port_nets.png
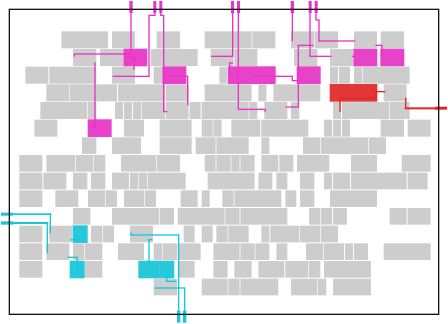
clock_map.png
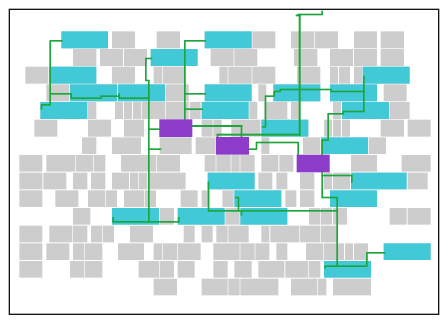
File: src/rtl/rom_read_arbiter_if.sv
// Bus bundle for rom_read_arbiter: requests, ROM port, response stream.
// slave = arbiter side, master = requesters/ROM/consumer side.
interface rom_read_arbiter_if #(
  parameter int ADDR_W = 4,
  parameter int DATA_W = 8
);
  logic              req0;
  logic              req1;
  logic [ADDR_W-1:0] addr0;
  logic [ADDR_W-1:0] addr1;
  logic [ADDR_W-1:0] len0;
  logic [ADDR_W-1:0] len1;
  logic              ack0;
  logic              ack1;
  logic              rom_en;
  logic [ADDR_W-1:0] rom_addr;
  logic [DATA_W-1:0] rom_data;
  logic              rsp_valid;
  logic              rsp_ready;
  logic [DATA_W-1:0] rsp_data;
  logic              rsp_id;
  logic              rsp_last;

  modport slave (
    input  req0, req1, addr0, addr1, len0, len1,
    input  rom_data, rsp_ready,
    output ack0, ack1, rom_en, rom_addr,
    output rsp_valid, rsp_data, rsp_id, rsp_last
  );

  modport master (
    output req0, req1, addr0, addr1, len0, len1,
    output rom_data, rsp_ready,
    input  ack0, ack1, rom_en, rom_addr,
    input  rsp_valid, rsp_data, rsp_id, rsp_last
  );
endinterface

File: src/rtl/rom_read_arbiter.sv
// Two-requester round-robin burst reader for an async ROM.
// Optional beat_cnt output with ROM_READ_ARBITER_STATS_EN.
module rom_read_arbiter #(
  parameter int ADDR_W = 4,
  parameter int DATA_W = 8
) (
  input  logic              clk,
  input  logic              rst,
  rom_read_arbiter_if.slave bus,
  output logic              busy
`ifdef ROM_READ_ARBITER_STATS_EN
  ,
  output logic [15:0]       beat_cnt
`endif
);

  localparam logic [0:0] IDLE  = 1'b0;
  localparam logic [0:0] BURST = 1'b1;

  logic [0:0]        state;
  logic              ptr;
  logic              owner;
  logic [ADDR_W-1:0] cur_addr;
  logic [ADDR_W-1:0] remaining;
  logic              ack0_q;
  logic              ack1_q;
  logic              vld_q;
  logic              id_q;
  logic              last_q;
  logic [DATA_W-1:0] data_q;

  logic any_req;
  logic grant1;
  logic issue;

  assign any_req = bus.req0 | bus.req1;
  // req1 wins when alone or when the pointer favours it
  assign grant1  = bus.req1 & (~bus.req0 | ptr);
  assign issue   = (state == BURST) & (~vld_q | bus.rsp_ready);

  always_ff @(posedge clk) begin
    if (rst) begin
      state     <= IDLE;
      ptr       <= 1'b0;
      owner     <= 1'b0;
      cur_addr  <= '0;
      remaining <= '0;
      ack0_q    <= 1'b0;
      ack1_q    <= 1'b0;
    end else begin
      ack0_q <= 1'b0;
      ack1_q <= 1'b0;
      unique case (1'b1)
        (state == IDLE): begin
          if (any_req) begin
            state     <= BURST;
            owner     <= grant1;
            ptr       <= ~grant1;
            ack0_q    <= ~grant1;
            ack1_q    <= grant1;
            cur_addr  <= grant1 ? bus.addr1 : bus.addr0;
            remaining <= grant1 ? bus.len1 : bus.len0;
          end
        end
        (state == BURST): begin
          if (issue) begin
            cur_addr  <= cur_addr + ADDR_W'(1);
            remaining <= remaining - ADDR_W'(1);
            if (remaining == '0) state <= IDLE;
          end
        end
        default: ;
      endcase
    end
  end

  // output register: loads on a beat, otherwise drains on handshake
  always_ff @(posedge clk) begin
    if (rst) begin
      vld_q  <= 1'b0;
      data_q <= '0;
      id_q   <= 1'b0;
      last_q <= 1'b0;
    end else if (issue) begin
      vld_q  <= 1'b1;
      data_q <= bus.rom_data;
      id_q   <= owner;
      last_q <= (remaining == '0);
    end else if (vld_q && bus.rsp_ready) begin
      vld_q  <= 1'b0;
    end
  end

  assign bus.ack0      = ack0_q;
  assign bus.ack1      = ack1_q;
  assign bus.rom_en    = (state == BURST);
  assign bus.rom_addr  = (state == BURST) ? cur_addr : '0;
  assign bus.rsp_valid = vld_q;
  assign bus.rsp_data  = data_q;
  assign bus.rsp_id    = id_q;
  assign bus.rsp_last  = last_q;
  assign busy          = (state == BURST);

`ifdef ROM_READ_ARBITER_STATS_EN
  always_ff @(posedge clk) begin
    if (rst) begin
      beat_cnt <= '0;
    end else if (vld_q && bus.rsp_ready
                 && beat_cnt != 16'hFFFF) begin
      beat_cnt <= beat_cnt + 16'd1;
    end
  end
`endif

endmodule

File: src/flat_wrapper.sv
// flat-port wrapper written by rule: the top's interface ports become plain ports
module rom_read_arbiter_flat 
#(
  parameter int ADDR_W = 4,
  parameter int DATA_W = 8
)
  (clk, rst, busy, bus_req0, bus_req1, bus_addr0, bus_addr1, bus_len0, bus_len1, bus_rom_data, bus_rsp_ready, bus_ack0, bus_ack1, bus_rom_en, bus_rom_addr, bus_rsp_valid, bus_rsp_data, bus_rsp_id, bus_rsp_last);
  rom_read_arbiter_if #(.ADDR_W(ADDR_W), .DATA_W(DATA_W)) bus_i ();
  input  logic clk;
  input  logic rst;
  output logic busy;
  input wire logic [$bits(bus_i.req0)-1:0] bus_req0;
  input wire logic [$bits(bus_i.req1)-1:0] bus_req1;
  input wire logic [$bits(bus_i.addr0)-1:0] bus_addr0;
  input wire logic [$bits(bus_i.addr1)-1:0] bus_addr1;
  input wire logic [$bits(bus_i.len0)-1:0] bus_len0;
  input wire logic [$bits(bus_i.len1)-1:0] bus_len1;
  input wire logic [$bits(bus_i.rom_data)-1:0] bus_rom_data;
  input wire logic [$bits(bus_i.rsp_ready)-1:0] bus_rsp_ready;
  output wire logic [$bits(bus_i.ack0)-1:0] bus_ack0;
  output wire logic [$bits(bus_i.ack1)-1:0] bus_ack1;
  output wire logic [$bits(bus_i.rom_en)-1:0] bus_rom_en;
  output wire logic [$bits(bus_i.rom_addr)-1:0] bus_rom_addr;
  output wire logic [$bits(bus_i.rsp_valid)-1:0] bus_rsp_valid;
  output wire logic [$bits(bus_i.rsp_data)-1:0] bus_rsp_data;
  output wire logic [$bits(bus_i.rsp_id)-1:0] bus_rsp_id;
  output wire logic [$bits(bus_i.rsp_last)-1:0] bus_rsp_last;
  assign bus_i.req0 = bus_req0;
  assign bus_i.req1 = bus_req1;
  assign bus_i.addr0 = bus_addr0;
  assign bus_i.addr1 = bus_addr1;
  assign bus_i.len0 = bus_len0;
  assign bus_i.len1 = bus_len1;
  assign bus_i.rom_data = bus_rom_data;
  assign bus_i.rsp_ready = bus_rsp_ready;
  assign bus_ack0 = bus_i.ack0;
  assign bus_ack1 = bus_i.ack1;
  assign bus_rom_en = bus_i.rom_en;
  assign bus_rom_addr = bus_i.rom_addr;
  assign bus_rsp_valid = bus_i.rsp_valid;
  assign bus_rsp_data = bus_i.rsp_data;
  assign bus_rsp_id = bus_i.rsp_id;
  assign bus_rsp_last = bus_i.rsp_last;
  rom_read_arbiter #(.ADDR_W(ADDR_W), .DATA_W(DATA_W)) u_core (.clk(clk), .rst(rst), .bus(bus_i), .busy(busy));
endmodule
File: config.mk
export PLATFORM = sky130hd
export DESIGN_NAME = rom_read_arbiter_flat
export DESIGN_NICKNAME = d
export VERILOG_FILES = /design/src/rtl/rom_read_arbiter_if.sv /design/src/rtl/rom_read_arbiter.sv /design/src/flat_wrapper.sv
export SDC_FILE = /design/constraint.sdc
export NUM_CORES = 1
export LEC_CHECK = 0
export CAP_MARGIN = 20
export CORE_ASPECT_RATIO = 0.7
export CORE_UTILIZATION = 42
export DETAILED_ROUTE_END_ITERATION = 10
export GPL_TIMING_DRIVEN = 0
export PLACE_DENSITY = 0.78
export SLEW_MARGIN = 30
export SYNTH_ARGS = -nofsm -noshare
export SYNTH_HDL_FRONTEND = slang
export SYNTH_SLANG_ARGS = --single-unit
File: constraint.sdc
create_clock -name clk -period 1.66 [get_ports clk]
set_input_delay 0.332 -clock clk [delete_from_list [all_inputs] [get_ports clk]]
set_output_delay 0.332 -clock clk [all_outputs]
set_load 0.02 [all_outputs]
==> out/summary.txt <==
status = finished, final reports clean
most frequent cells after synthesis = dfxtp_1, nor2_1, a21oi_1
placeable core area = 2590 µm²
Cell area leaders = dfxtp_1, mux2i_1, nor2_1, a21oi_1, and3_1
most common logic cell in the routed design = clkdlybuf4s50_1
final hold violations = 0
fraction of area in multi-input gates = 36.6%
crit path DAT = 1280 ps
# clk buffers = 4
Worst Setup Start Kind = flip-flop
PostCTS Resize Cnt = 16
row cnt = 15
CP top delay family = buffers and inverters
root buf cell = clkbuf_8
count of cell types in the netlist = 39
most common cell in the synthesized netlist = dfxtp_1
fill count = 205
area leader, netlist = dfxtp_1
# H-tree levels = 1
Buf/Inv on CP = 2
syn avg cell area = 8.96 µm²
post-DR wirelength/cell = 13.5 µm
total gr overflow = 0
CTS tree = built
Peak VDD IR = 0.000366 V
n_diodes = 0
Core Util, Final = 68.8%
clock tree buffer depth = 2
#MultiIn Comb = 97
First-pass DRT Iterations = 4
# Taps = 34
ANT nets after route = 0
Post-CTS Setup Inserts = 0
About port_nets.png:
- `bus_rom_data`: magenta (bits 8; direction input; end cells 8; buffers 8; wire 152 µm)
- `bus_rsp_last`: red (bits 1; direction output; end cells 1; buffers 1; wire 16.1 µm)
- `bus_addr1`: cyan (bits 4; direction input; end cells 4; buffers 4; wire 58.2 µm)

About clock_map.png:
- flip-flops: cyan (count 24)
- cells driving clock nets: purple (count 3)
- clock wires: green (length 269 µm)
- routed clock nets: 4

power by group:
| part | leakage, nW | total [mW] | internal [mW] | switching, mW |
|---|---|---|---|---|
| Sequential | 0.199 | 0.687 | 0.639 | 0.0483 |
| Combinational | 0.523 | 0.491 | 0.254 | 0.238 |
| Clock | 0.0288 | 0.393 | 0.212 | 0.182 |
metrics by stage:
step	TNS [ps]	instance area, µm²	std cells
6_report	0	1780	217
5_1_grt	0	1780	217
4_1_cts	0	1770	217
3_5_place_dp	-4350	1700	214
3_3_place_gp	-3730	1700	214
2_1_floorplan	0	1200	134
worst min-delay path by stage:
| stage | cells past startpoint | slack [ps] | start | end |
|---|---|---|---|---|
| CTS | 2 | 470 | u_core.bus.rsp_last$_SDFFE_PP0P_ | u_core.bus.rsp_last$_SDFFE_PP0P_ |
| global placement | 2 | 450 | u_core.bus.rsp_last$_SDFFE_PP0P_ | u_core.bus.rsp_last$_SDFFE_PP0P_ |
| floorplan | 1 | 450 | u_core.ptr$_SDFFE_PP0P_ | u_core.bus.ack0$_SDFF_PP0_ |
| global route | 3 | 490 | bus_req0 | u_core.bus.ack0$_SDFF_PP0_ |
| finish | 3 | 470 | bus_req0 | u_core.bus.ack0$_SDFF_PP0_ |
| detailed placement | 2 | 460 | u_core.bus.rsp_last$_SDFFE_PP0P_ | u_core.bus.rsp_last$_SDFFE_PP0P_ |
cell families after synthesis:
group	Yosys count	share of synthesized area (%)
AND/OR/NAND/NOR	50	22.6
flip-flops	24	40.0
buffers and inverters	13	6.25
adder cells (fa/ha/maj)	2	2.08
multiplexers	9	7.50
XOR/XNOR	1	0.729
AND-OR/OR-AND	35	20.8
tightest hold or removal path, cell delays in order:
cell,delay [ps]
dlymetal6s2s_1,180
nand2_1,110
a211oi_1,60
No activity file was given, so power comes from the tool's default toggle rates.
